## config.mk

```make
export PLATFORM = sky130hd
export DESIGN_NAME = delta_factory_mc
export DESIGN_NICKNAME = d
export VERILOG_FILES = /design/src/rtl/delta_factory_mc.sv
export SDC_FILE = /design/constraint.sdc
export NUM_CORES = 1
export LEC_CHECK = 0
export ABC_CLOCK_PERIOD_IN_PS = 4100
export CORE_ASPECT_RATIO = 0.6
export CORE_MARGIN = 5
export CORE_UTILIZATION = 47
export CTS_BUF_LIST = sky130_fd_sc_hd__clkbuf_8 sky130_fd_sc_hd__clkbuf_16
export DETAILED_ROUTE_END_ITERATION = 12
export PLACE_DENSITY = 0.67
export RECOVER_POWER = 100
export SLEW_MARGIN = 25
export SYNTH_ARGS = -nofsm -noshare
export SYNTH_HDL_FRONTEND = slang
export SYNTH_SLANG_ARGS = --single-unit
```

## constraint.sdc

```tcl
create_clock -name clk -period 4.1 [get_ports clk]
set_input_delay 0.41 -clock clk [delete_from_list [all_inputs] [get_ports clk]]
set_output_delay 0.41 -clock clk [all_outputs]
set_load 0.01 [all_outputs]
```

## src/rtl/delta_factory_mc.sv

```systemverilog
// Multi-channel delta-trigger pattern generator: NCH channels that share gap, burst-count and pattern settings.
// Optional build macro DELTA_FACTORY_MC_SKIP_FIRST_EN blanks the trig output of every burst started with trig_cnt = 0.
module delta_factory_mc #(
    parameter int unsigned NCH     = 4,
    parameter int unsigned GAP_W   = 32,
    parameter int unsigned CNT_W   = 16,
    parameter int unsigned PAT_LEN = 4
) (
    input  logic                 clk,
    input  logic                 rst,
    input  logic                 in_live,
    input  logic [NCH-1:0]       in_ena,
    input  logic [GAP_W-1:0]     user_gap,
    input  logic [CNT_W-1:0]     user_ntrig,
    input  logic [PAT_LEN-1:0]   user_pattern,
    output logic [NCH-1:0]       trig,
    output logic [NCH-1:0]       busy,
    output logic [NCH-1:0]       done,
    output logic [NCH*CNT_W-1:0] trig_cnt
);

    localparam int unsigned IDX_W = $clog2(PAT_LEN);
    localparam logic [IDX_W-1:0] IDX_LAST = IDX_W'(PAT_LEN - 1);

    typedef enum logic [1:0] {StIdle, StGap, StBurst, StDone} state_e;

    state_e           state_q [NCH];
    state_e           state_d [NCH];
    logic [GAP_W-1:0] gap_q   [NCH];
    logic [GAP_W-1:0] gap_d   [NCH];
    logic [IDX_W-1:0] idx_q   [NCH];
    logic [IDX_W-1:0] idx_d   [NCH];
    logic [CNT_W-1:0] cnt_q   [NCH];
    logic [CNT_W-1:0] cnt_d   [NCH];

    logic [NCH-1:0] trig_q, trig_d;
    logic [NCH-1:0] busy_q, busy_d;
    logic [NCH-1:0] done_q, done_d;
    logic [NCH-1:0] emit;
    logic           ntrig_inf;

    assign ntrig_inf = &user_ntrig;

    always_comb begin
        for (int k = 0; k < NCH; k++) begin
`ifdef DELTA_FACTORY_MC_SKIP_FIRST_EN
            emit[k] = (cnt_q[k] != '0);
`else
            emit[k] = 1'b1;
`endif
        end
    end

    always_comb begin
        for (int k = 0; k < NCH; k++) begin
            state_d[k] = state_q[k];
            gap_d[k]   = gap_q[k];
            idx_d[k]   = idx_q[k];
            cnt_d[k]   = cnt_q[k];
            trig_d[k]  = 1'b0;

            unique case (state_q[k])
                StIdle: begin
                    if (in_ena[k]) begin
                        if (user_ntrig == '0) begin
                            state_d[k] = StDone;
                        end else begin
                            state_d[k] = StGap;
                            gap_d[k]   = '0;
                        end
                    end
                end
                StGap: begin
                    if (in_ena[k]) begin
                        if (gap_q[k] < user_gap) begin
                            gap_d[k] = gap_q[k] + 1'b1;
                        end else begin
                            state_d[k] = StBurst;
                            idx_d[k]   = IDX_W'(1);
                            trig_d[k]  = user_pattern[0] & emit[k];
                        end
                    end
                end
                StBurst: begin
                    // Disabled edges fall through: state held, trig forced low.
                    if (in_ena[k]) begin
                        trig_d[k] = user_pattern[idx_q[k]] & emit[k];
                        idx_d[k]  = idx_q[k] + 1'b1;
                        if (idx_q[k] == IDX_LAST) begin
                            cnt_d[k] = cnt_q[k] + 1'b1;
                            gap_d[k] = '0;
                            idx_d[k] = '0;
                            if (!ntrig_inf && (cnt_q[k] + 1'b1 == user_ntrig)) begin
                                state_d[k] = StDone;
                            end else begin
                                state_d[k] = StGap;
                            end
                        end
                    end
                end
                StDone: begin
                end
                default: state_d[k] = StIdle;
            endcase

            busy_d[k] = (state_d[k] == StGap) || (state_d[k] == StBurst);
            done_d[k] = (state_d[k] == StDone);
        end
    end

    always_ff @(posedge clk) begin
        if (rst || !in_live) begin
            for (int k = 0; k < NCH; k++) begin
                state_q[k] <= StIdle;
                gap_q[k]   <= '0;
                idx_q[k]   <= '0;
                cnt_q[k]   <= '0;
            end
            trig_q <= '0;
            busy_q <= '0;
            done_q <= '0;
        end else begin
            for (int k = 0; k < NCH; k++) begin
                state_q[k] <= state_d[k];
                gap_q[k]   <= gap_d[k];
                idx_q[k]   <= idx_d[k];
                cnt_q[k]   <= cnt_d[k];
            end
            trig_q <= trig_d;
            busy_q <= busy_d;
            done_q <= done_d;
        end
    end

    assign trig = trig_q;
    assign busy = busy_q;
    assign done = done_q;

    always_comb begin
        trig_cnt = '0;
        for (int k = 0; k < NCH; k++) begin
            trig_cnt[k*CNT_W +: CNT_W] = cnt_q[k];
        end
    end

endmodule

```

Figure 1. M2 wires (run 1).
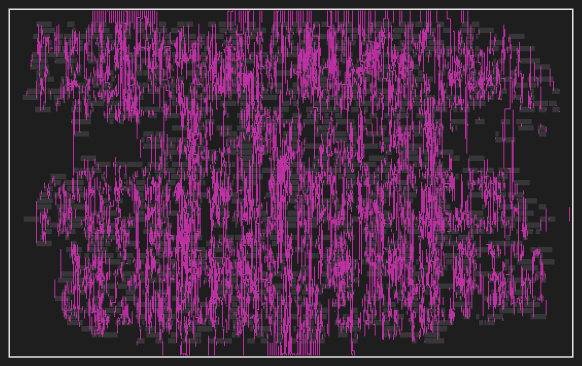
The layer holds 40% of the routed length. The layer carries 22.2 mm of wire. The wires run mostly vertical. The longest straight run is 53.2 um.
final WL: 55600 um
Via Count: 16500
met2 Use GR: 0.371

Figure 2. Metal 1 (run 1).
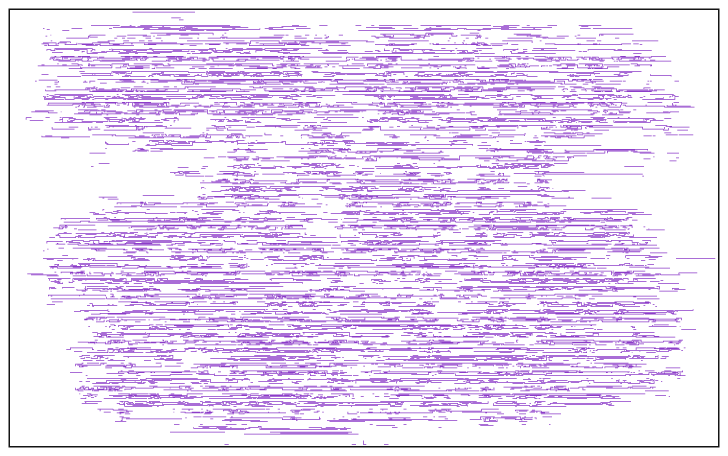
The wires run mostly horizontal. The layer holds 46% of the routed length.

==> flow_metrics.env, run 1 <==
# flow metrics
export IMPL_status="finished clean"
export IMPL_routabilityCongestion=0.981
export IMPL_synthFlopType="dfxtp_1"
export IMPL_yosysUniqueCellTypes=73
export IMPL_ys_sh_aoi=0.174
export IMPL_synthArstFlopShare=0
export IMPL_pg_comb_uw=530
export IMPL_critPathTopFamily="AND-OR/OR-AND gates"
export IMPL_max_freq_mhz=284
export IMPL_peakVddDrop_v=0.000357
export IMPL_post_dp_hpwl_um=41700
export IMPL_period_minus_slack_ps=3520
export IMPL_synth_area_top_cells="dfxtp_1 27%, ha_1 12%, a21oi_1 5.4%, nand2_1 4.4%, xnor2_1 4.1%"
export IMPL_cp_cell_sequence="clkdlybuf4s50_1 > inv_1 > clkbuf_1 > ha_1 > a21oi_1 > o21ai_0 > a221o_1 > a31oi_1 > o21ai_2 > a2111oi_0 > mux2i_1"
export IMPL_ioPinCount=135
export IMPL_worstSetupStartpointType="primary input"
export IMPL_cts_clk_slew_worst_paths_ps=60
export IMPL_switching_share=0.266
export IMPL_top_regs="gap_q (128), cnt_q (64), idx_q (8)"
export IMPL_synth_top_area_share=0.269
export IMPL_slowest_delay_ps=920
export IMPL_taps=467
export IMPL_rsz0062_at_grt="no"
export IMPL_end_kind="register"
export IMPL_vias_per_cell=6.20
export IMPL_cts_tree="done"
export IMPL_drt_pass1_iter_count=5
export IMPL_cts_setup_buffers=0
export IMPL_buffer_area_frac=0.0917
export IMPL_synth_xor_area_share=0.0722
export IMPL_chipArea_um2=38800
export IMPL_setup_violations=0
export IMPL_logic_family="simple AND/OR/NAND/NOR gates"
export IMPL_clock_path_buffers=3
export IMPL_nonClockInverterCount=73
export IMPL_post_place_ws_ps=254
export IMPL_rows=53
export IMPL_die_h_um=155
export IMPL_grt_pass1_vias=14700
export IMPL_p_clk_uw=2270
export IMPL_grt_start_max_net_pins=91
export IMPL_seq_area_um2=4400
export IMPL_ff_count=220
export IMPL_layout_drive_gt1_share=0.0528
export IMPL_cp_max_fo=13
export IMPL_regMostFlops="gap_q"
export IMPL_ctsResizeCount=0
export IMPL_cp_slowest_cell="a2111oi_0"
export IMPL_cts_buffers=25
export IMPL_ys_sh_mux=0.0459
export IMPL_cts_sinks=220
export IMPL_signal_buffers=195
export IMPL_top_cell="dfxtp_1"
export IMPL_clock_skew_ps=13.5
export IMPL_yosys_warnings=0
export IMPL_cp_num_buf_inv=3
export IMPL_comb_multi_input_count=1661
export IMPL_warnings=39
export IMPL_area_growth_pct=16.1
export IMPL_yosysChipArea_um2=16400
export IMPL_yosysSeqAreaShare=0.269
export IMPL_min_path_type="register to register"
export IMPL_required_ps=4570
export IMPL_power_frac_seq=0.434
export IMPL_routedWlPerCell_um=20.9
export IMPL_drc=0
export IMPL_yosys_area_share_simple=0.271
export IMPL_drt_iter0_drc=1721
export IMPL_holdBufCountCts=0
export IMPL_p_int_uw=3640
export IMPL_netlist_instances=2085
export IMPL_worst_pin_slew_ps=1480
export IMPL_comb_area_um2=11200
export IMPL_ant_nets=0
export IMPL_antenna_diode_count=1
export IMPL_clock_buffers=32
export IMPL_clk_share=0.0429
export IMPL_drv_slew=0
export IMPL_largest_reg_flops=128
export IMPL_cap_violations=0
export IMPL_grt_first_pass_wirelength_um=85500
export IMPL_syn_num_nets=2301
export IMPL_dominant_cells="combinational gates"
export IMPL_crit_arrival_ps=3990
export IMPL_p_sw_uw=1320
export IMPL_power_density_nw_per_um2=260
export IMPL_max_slew_margin=0.0161
export IMPL_fin_ws_ps=584
export IMPL_power_top_group="clock"
export IMPL_ys_cells=2085
export IMPL_edf_count=0
export IMPL_p_leak_uw=0.00739
export IMPL_synth_top_cell_by_area="dfxtp_1"
export IMPL_seq_power_uw=2150
Figure 3. Sequential cells colored by netlist name (run 1).
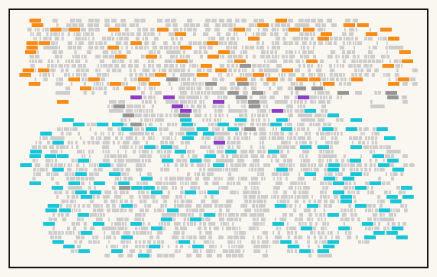
Key: purple = idx_q [flops 8]; orange = cnt_q [flops 64, where a band across the top]; cyan = gap_q [flops 128]

==> run 1: layout by cell type, fill, tap and decap left out, drive strengths merged, types with 5 or more instances in the layout <==
cell / count
a211o: 5
a211oi: 20
a21o: 12
a21oi: 177
a31o: 9
a31oi: 9
and2: 29
and3: 44
and4: 27
buf: 44
clkbuf: 49
clkdlybuf4s50: 55
dfxtp: 220
dlygate4sd3: 79
ha: 157
inv: 82
mux2i: 65
nand2: 192
nand2b: 16
nand3: 105
nand4: 90
nand4b: 7
nor2: 122
nor2b: 11
nor3: 32
nor3b: 7
nor4: 23
o2111ai: 11
o211ai: 16
o21a: 10
o21ai: 109
o22ai: 10
o31ai: 27
or2: 7
or3: 90
or4: 28
xnor2: 77
xor2: 58
==> run 1: per-layer routing <==
layer,track usage,wire length (um)
met4,0.0636,1340
met2,0.371,22200
met1,0.417,25800
met3,0.0800,6320
met5,0,0
==> run 1: worst register-to-register path, cell delays in order, from the launching register on <==
cell      delay, ps
dfxtp_1         470
inv_1           120
ha_1            320
a21boi_0        190
or2_0           260
a211o_1         420
o21ai_0        1140
clkbuf_1        350
nor2_1           90
==> run 1: final timing paths <==
kind	start	endpoint	cells past startpoint
max	user_gap[27]	gap_q[3][26]	11
min	gap_q[1][27]	gap_q[1][27]	2
max reg2reg	state_q[0][0]	gap_q[0][14]	8
min reg2reg	gap_q[1][27]	gap_q[1][27]	2
==> run 1: through the flow <==
stage / power, uW / utilization / hold slack, ps / cells / instance area (um2)
final: 4950 / 0.549 / 495 / 2663 / 19000
after global routing: 5130 / 0.549 / 509 / 2663 / 19000
after CTS: 4990 / 0.551 / 490 / 2661 / 19100
after detailed placement: 2710 / 0.527 / 481 / 2615 / 18300
after global placement: 2700 / 0.527 / 464 / 2614 / 18300
after floorplan: 2490 / - / 447 / 2085 / 16400
--- run 2 (diff from run 1) ---
--- a/config.mk
+++ b/config.mk
@@ -9,7 +9,6 @@
 export CORE_ASPECT_RATIO = 0.6
 export CORE_MARGIN = 5
 export CORE_UTILIZATION = 47
-export CTS_BUF_LIST = sky130_fd_sc_hd__clkbuf_8 sky130_fd_sc_hd__clkbuf_16
 export DETAILED_ROUTE_END_ITERATION = 12
 export PLACE_DENSITY = 0.67
 export RECOVER_POWER = 100
Figure 4. Placement density heat map (run 2).
25 x 15 tiles, from white (low) to dark blue (high), 0 to 100% covered.
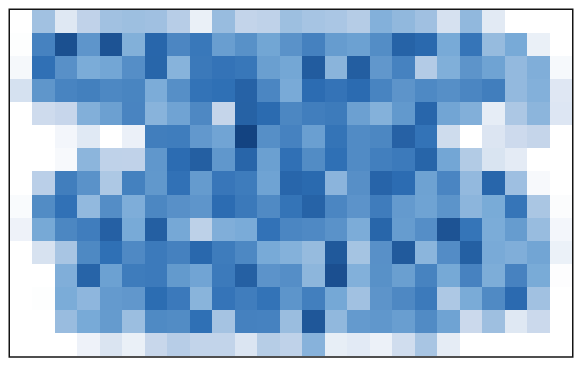
The densest ninth of the die: center. The mean over all tiles is 48%. 9.9% of the tiles are nearly empty.

==> run 2 against run 1 <==
  * The flow now finishes with violations (max-capacitance violations)
  * Clock skew hardly changed
  * Clock-buffer cell count is 7 higher
  * Final area stayed put
  * Utilization stayed put
  * Cell count stayed put
  * Combinational power hardly changed
  * Maximum frequency is 0.64% lower
  * Largest cell class unchanged
==> flow_metrics.env, run 2 <==
# flow metrics
export IMPL_status="finished with violations"
export IMPL_violations="max-capacitance violations"
export IMPL_whs_path_depth=2
export IMPL_clock_skew_ps=13.1
export IMPL_cts_tree="done"
export IMPL_routabilityCongestion=0.981
export IMPL_final_util=0.549
export IMPL_placed_area_um2=18300
export IMPL_path_depth=8
export IMPL_drv_slew=0
export IMPL_top_regs="gap_q (128), cnt_q (64), idx_q (8)"
export IMPL_regToRegSetupSlack_ps=560
export IMPL_comb_area_um2=11200
export IMPL_setup_violations=0
export IMPL_cp_cell_sequence="inv_1 > ha_1 > a21boi_0 > or2_0 > a211o_1 > o21ai_0 > clkbuf_1 > nor2_1"
export IMPL_cts_buffers=25
export IMPL_syn_num_nets=2301
export IMPL_common_cells="220 x dfxtp_1, 192 x nand2_1, 176 x a21oi_1, 157 x ha_1"
export IMPL_peakVddDrop_v=0.000355
export IMPL_rsz0062_at_grt="no"
export IMPL_grt_overflow=0
export IMPL_worstSetupStartpointType="register"
export IMPL_syn_cell_area_um2=16400
export IMPL_max_freq_mhz=283
export IMPL_place_inst=2615
export IMPL_synth_area_top_cells="dfxtp_1 27%, ha_1 12%, a21oi_1 5.4%, nand2_1 4.4%, xnor2_1 4.1%"
export IMPL_chipArea_um2=38800
export IMPL_holdBufCountCts=0
export IMPL_synthArstFlopShare=0
export IMPL_vias_per_cell=6.21
export IMPL_required_ps=4520
export IMPL_ctsRootBufferMaster="clkbuf_16"
export IMPL_grt_pass1_vias=14700
export IMPL_clock_path_buffers=3
export IMPL_final_cell_mix="220 x dfxtp_1, 192 x nand2_1, 174 x a21oi_1"
export IMPL_design_area_um2=19000
export IMPL_cts_sinks=220
export IMPL_worst_pin_slew_ps=1480
export IMPL_cts_clk_slew_worst_paths_ps=60
export IMPL_p_leak_uw=0.00737
export IMPL_synthFlopType="dfxtp_1"
export IMPL_period_minus_slack_ps=3540
export IMPL_min_path_type="register to register"
export IMPL_slowest_delay_ps=1180
export IMPL_fin_setup_tns_ps=0
export IMPL_cap_violations=1
export IMPL_post_place_ws_ps=254
export IMPL_end_kind="register"
export IMPL_coreArea_um2=34700
export IMPL_grt_first_pass_wirelength_um=85500
export IMPL_top_cell="dfxtp_1"
export IMPL_regMostFlops="gap_q"
export IMPL_synth_flop_count=220
export IMPL_cp_startpoint="state_q[0][0]"
export IMPL_drt_iter0_drc=1751
export IMPL_critPathKind="register to register"
export IMPL_antenna_found_initial=1
export IMPL_post_dp_hpwl_um=41700
export IMPL_reg2reg_from="state_q[0][0]"
export IMPL_ys_cells=2085
export IMPL_seq_area_um2=4400
export IMPL_synth_top_cell_by_area="dfxtp_1"
export IMPL_rr_endpoint="gap_q[0][14]"
export IMPL_die_w_um=251
export IMPL_yosysChipArea_um2=16400
export IMPL_die_h_um=155
export IMPL_avgSynthCellArea_um2=7.86
export IMPL_warnings=39
export IMPL_fin_crit_sh=0.863
export IMPL_power_density_nw_per_um2=261
export IMPL_fp_util=0.472
export IMPL_edf_count=0
export IMPL_synth_top_area_share=0.269
export IMPL_totalWireLength_um=55600
export IMPL_area_growth_pct=16.1
export IMPL_netlist_instances=2085
export IMPL_ctsResizeCount=0
export IMPL_yosys_warnings=0
export IMPL_final_hold_violation_count=0
export IMPL_largest_reg_flops=128
export IMPL_routedWlPerCell_um=20.9
export IMPL_yosysSeqAreaShare=0.269
export IMPL_yosysUniqueCellTypes=73
export IMPL_critPathTopFamily="AND-OR/OR-AND gates"
export IMPL_n_fill_cell=3211
export IMPL_max_slew_margin=0.000753
export IMPL_num_nets_final=2392
export IMPL_crit_arrival_ps=3960
export IMPL_r2r_cells=8
export IMPL_cp_num_buf_inv=2
export IMPL_fin_ws_ps=561
export IMPL_num_vias=16500
export IMPL_critPathCapture="gap_q[0][14]"
export IMPL_cp_max_fo=12
export IMPL_ioPinCount=135
export IMPL_io_buffers=134
export IMPL_clock_latency_ps=550
export IMPL_drt_pass1_iter_count=6
export IMPL_grt_start_max_net_pins=91
export IMPL_cts_setup_buffers=0
export IMPL_track_usage=0.272
export IMPL_layout_drive_gt1_share=0.0528
export IMPL_drc=0
export IMPL_cts_htree_levels=1
export IMPL_layout_top_cell="dfxtp_1"
export IMPL_cp_slowest_cell="o21ai_0"
export IMPL_ant_nets=0
Figure 5. Placed standard cells (run 2).
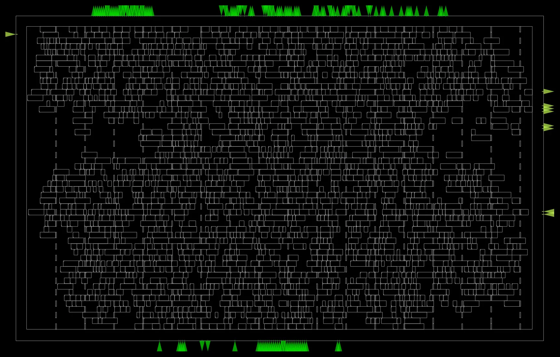
Seq area share: 0.232
row cnt: 53
final non-filler cell total: 2663
Tapcells: 467

run 2: logic make-up (layout without fill, tap and decap cells):
| kind of cell | Yosys count | in the layout | synth area share |
|---|---|---|---|
| other | 0 | 1 | 0 |
| multiplexers | 70 | 70 | 0.0459 |
| AND/OR/NAND/NOR | 838 | 838 | 0.271 |
| flip-flops | 220 | 220 | 0.269 |
| buffers and inverters | 204 | 314 | 0.0480 |
| AND-OR/OR-AND | 461 | 461 | 0.174 |
| adder cells (fa/ha/maj) | 157 | 157 | 0.120 |
| XOR/XNOR | 135 | 135 | 0.0722 |
run 2: report_power, final:
| group | internal (uW) | switching (uW) | total [uW] |
|---|---|---|---|
| Combinational | 195 | 336 | 531 |
| Sequential | 2140 | 6.35 | 2150 |
| Clock | 1320 | 974 | 2290 |
run 2: worst min path at each step:
stage	start	slack (ps)	to
after CTS	gap_q[1][31]	490	gap_q[1][31]
after floorplan	gap_q[3][31]	450	gap_q[3][31]
final	gap_q[1][27]	490	gap_q[1][27]
after detailed placement	gap_q[3][25]	480	gap_q[3][25]
after global routing	gap_q[1][31]	510	gap_q[1][31]
after global placement	gap_q[3][31]	460	gap_q[3][31]
run 2: stage by stage:
stage	hold WS [ps]	total power, uW
after global placement	464	2700
after floorplan	447	2490
after detailed placement	481	2710
final	495	4970
after global routing	509	5150
after CTS	490	5010
run 2: routing by layer:
layer,global-route usage,routed length (um),vias to the layer above
li1,-,-,7865
met3,0.0800,6440,97
met4,0.0636,1320,0
met1,0.417,25700,7826
met5,0,0,-
met2,0.371,22100,754
run 2: area by class of cell:
cell class	instances	share of cell area
Sequential cell	220	0.232
Clock buffer	39	0.0393
Clock inverter	7	0.00355
Multi-Input combinational cell	1661	0.589
Tap cell	467	0.0307
Inverter	73	0.0144
Timing Repair Buffer	195	0.0917
Antenna cell	1	0.000132
--- run 3 (diff from run 2) ---
--- a/config.mk
+++ b/config.mk
@@ -7,11 +7,11 @@
 export LEC_CHECK = 0
 export ABC_CLOCK_PERIOD_IN_PS = 4100
 export CORE_ASPECT_RATIO = 0.6
-export CORE_MARGIN = 5
 export CORE_UTILIZATION = 47
 export DETAILED_ROUTE_END_ITERATION = 12
 export PLACE_DENSITY = 0.67
-export RECOVER_POWER = 100
+export RECOVER_POWER = 50
+export SKIP_LAST_GASP = 1
 export SLEW_MARGIN = 25
 export SYNTH_ARGS = -nofsm -noshare
 export SYNTH_HDL_FRONTEND = slang
Figure 6. Metal 1 (run 3).
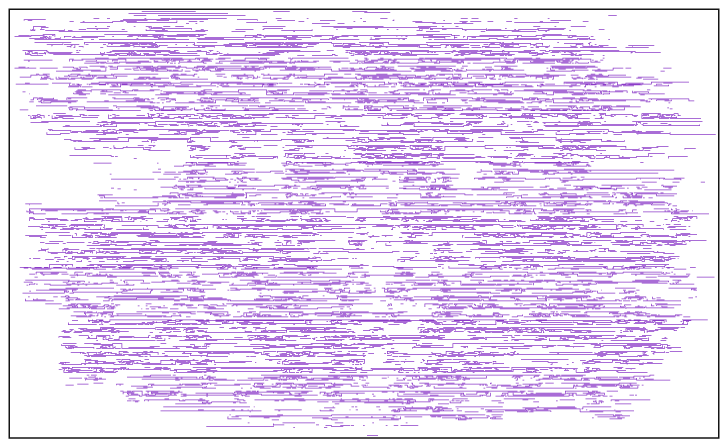
2229 nets have wire on it. The layer holds 47% of the routed length.
final WL: 54800 um
GR Util met1: 0.466

==> run 3 against run 2 <==
  * The flow finishes with violations (max-capacitance violations, max-slew violations)
  * Critical endpoint is now busy[3]
  * Setup slack got worse by 97 ps
  * Sequential power about the same
  * Die area decreased by 8.2%
  * Non-clock buffer count decreased by 11
  * First-iteration DRC count increased by 9.3%
  * Area after synthesis unchanged
  * Global-route usage increased by 3.2 points
  * Synthesized cell count unchanged
==> flow_metrics.env, run 3 <==
# flow metrics
export IMPL_status="finished with violations"
export IMPL_violations="max-capacitance violations, max-slew violations"
export IMPL_fin_setup_tns_ps=0
export IMPL_peakVddDrop_v=0.000292
export IMPL_drt_pass1_iter_count=5
export IMPL_switching_share=0.258
export IMPL_synth_area_top_cells="dfxtp_1 27%, ha_1 12%, a21oi_1 5.4%, nand2_1 4.4%, xnor2_1 4.1%"
export IMPL_yosysChipArea_um2=16400
export IMPL_max_slew_margin=-0.0525
export IMPL_ys_cells=2085
export IMPL_yosys_warnings=0
export IMPL_rsz0062_at_grt="no"
export IMPL_cts_setup_buffers=0
export IMPL_grt_overflow=0
export IMPL_ioPinCount=135
export IMPL_regMostFlops="gap_q"
export IMPL_yosysSeqAreaShare=0.269
export IMPL_power_frac_seq=0.427
export IMPL_yosysUniqueCellTypes=73
export IMPL_cts_sinks=220
export IMPL_vias_per_cell=6.31
export IMPL_p_int_uw=3730
export IMPL_final_cell_mix="220 x dfxtp_1, 192 x nand2_1, 175 x a21oi_1"
export IMPL_p_sw_uw=1300
export IMPL_cp_num_buf_inv=2
export IMPL_fin_ws_ps=464
export IMPL_layout_drive_gt1_share=0.0536
export IMPL_final_util=0.560
export IMPL_worstSetupStartpointType="primary input"
export IMPL_cap_violations=1
export IMPL_ctsResizeCount=0
export IMPL_design_area_um2=19100
export IMPL_avgSynthCellArea_um2=7.86
export IMPL_routabilityCongestion=0.941
export IMPL_synthFlopType="dfxtp_1"
export IMPL_drc=0
export IMPL_cts_htree_levels=1
export IMPL_power_top_group="clock"
export IMPL_coreArea_um2=34000
export IMPL_rows=52
export IMPL_routedWlPerCell_um=20.8
export IMPL_clock_latency_ps=540
export IMPL_cts_tree="done"
export IMPL_largest_reg_flops=128
export IMPL_edf_count=0
export IMPL_syn_cell_area_um2=16400
export IMPL_final_hold_violation_count=0
export IMPL_syn_num_nets=2301
export IMPL_drv_slew=13
export IMPL_clkPwrFrac=0.469
export IMPL_synthArstFlopShare=0
export IMPL_worst_pin_slew_ps=1560
export IMPL_netlist_instances=2085
export IMPL_critPathTopFamily="AND-OR/OR-AND gates"
export IMPL_num_nets_final=2380
export IMPL_power_density_nw_per_um2=264
export IMPL_critPathKind="primary input to register"
export IMPL_required_ps=4540
export IMPL_fp_util=0.481
export IMPL_cp_slowest_cell="o21ai_0"
export IMPL_period_minus_slack_ps=3640
export IMPL_seq_power_uw=2150
export IMPL_synth_flop_count=220
export IMPL_slowest_delay_ps=1210
export IMPL_p_clk_uw=2360
export IMPL_cp_cell_sequence="dlygate4sd3_1 > inv_1 > ha_1 > a21oi_1 > o21ai_0 > a41oi_1 > o21a_1 > o21ai_0 > a21oi_1 > a2bb2oi_1 > ha_1 > and2_1"
export IMPL_chipArea_um2=35600
export IMPL_clock_path_buffers=3
export IMPL_die_w_um=243
export IMPL_io_buffers=134
export IMPL_cts_buffers=24
export IMPL_top_cell="dfxtp_1"
export IMPL_p_leak_uw=0.00740
export IMPL_crit_arrival_ps=4080
export IMPL_drt_iter0_drc=1913
export IMPL_warnings=39
export IMPL_post_dp_hpwl_um=41000
export IMPL_grt_first_pass_wirelength_um=86600
export IMPL_combinationalPowerShare=0.104
export IMPL_min_path_type="register to register"
export IMPL_placed_area_um2=18200
export IMPL_max_freq_mhz=275
export IMPL_antenna_found_initial=2
export IMPL_area_growth_pct=16.4
export IMPL_common_cells="220 x dfxtp_1, 192 x nand2_1, 176 x a21oi_1, 157 x ha_1"
export IMPL_cp_max_fo=12
export IMPL_grt_start_max_net_pins=98
export IMPL_synth_top_area_share=0.269
export IMPL_die_h_um=147
export IMPL_pg_comb_uw=525
export IMPL_cts_clk_slew_worst_paths_ps=70
export IMPL_synth_top_cell_by_area="dfxtp_1"
export IMPL_holdBufCountCts=0
export IMPL_ant_nets=0
export IMPL_ctsRootBufferMaster="clkbuf_16"
export IMPL_n_fill_cell=3160
export IMPL_fin_crit_sh=0.887
export IMPL_post_place_ws_ps=366
export IMPL_track_usage=0.304
export IMPL_layout_top_cell="dfxtp_1"
export IMPL_setup_violations=0
export IMPL_clock_skew_ps=9.54
export IMPL_top_regs="gap_q (128), cnt_q (64), idx_q (8)"
export IMPL_grt_pass1_vias=15100
export IMPL_end_kind="register"
Figure 7. M2 wires (run 3).
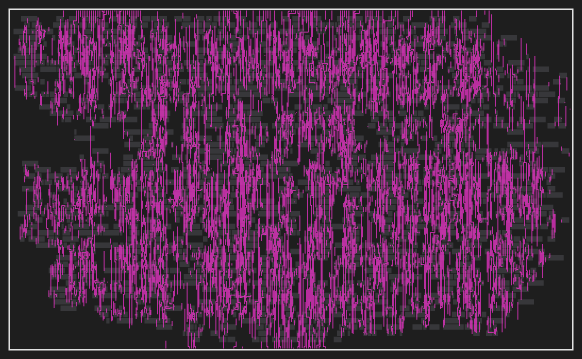
The layer holds 41% of the routed length. The wires run mostly vertical.
Via Count: 16700
met2 Use GR: 0.428

==> run 3: cell count changes in the layout (fill, tap and decap cells not counted), moves of 2 or more <==
| cell | delta |
|---|---|
| a21oi_2 | -2 |
| and2_0 | -4 |
| and2_1 | +4 |
| buf_16 | +2 |
| clkbuf_1 | -15 |
| clkbuf_8 | +2 |
| inv_6 | -2 |
==> run 3: stage by stage <==
stage / total power, uW / hold slack [ps] / cells
floorplan: 2490 / 447 / 2085
global placement: 2690 / 469 / 2595
detailed placement: 2710 / 475 / 2596
CTS: 5060 / 487 / 2640
global route: 5200 / 503 / 2643
finish: 5030 / 487 / 2643
==> run 3: layout make-up <==
type                       count  area, um2  share of cell area
multi-input combinational   1661      11200               0.588
sequential                   220       4400               0.231
timing repair buffer         184       1750              0.0920
clock buffer                  38        764              0.0401
tap                          459        574              0.0301
inverter                      73        274              0.0144
clock inverter                 6       80.1             0.00420
antenna                        2       5.00            0.000263
==> run 3: path summary, 6_finish.rpt <==
kind	from	end	slack [ps]	cells after the start
setup / recovery	user_gap[5]	busy[3]	460	12
hold / removal	gap_q[1][31]	gap_q[1][31]	490	2
setup reg to reg	gap_q[3][2]	busy[3]	550	10
hold reg to reg	gap_q[1][31]	gap_q[1][31]	490	2
==> run 3: kinds of logic after synthesis <==
family	Yosys count	synth area share
multiplexers	70	0.0459
AND/OR/NAND/NOR	838	0.271
buffers and inverters	204	0.0480
AND-OR/OR-AND	461	0.174
XOR/XNOR	135	0.0722
adder cells (fa/ha/maj)	157	0.120
flip-flops	220	0.269
==> run 3: metal layers <==
layer  vias up  GRT usage  part of all wire
met4         0     0.0761             0.024
met5         -          0                 0
met2       782      0.428              0.41
met3       110     0.0550             0.095
li1       7845          -                 -
met1      7950      0.466              0.47
Power and IR drop assume default switching activity.
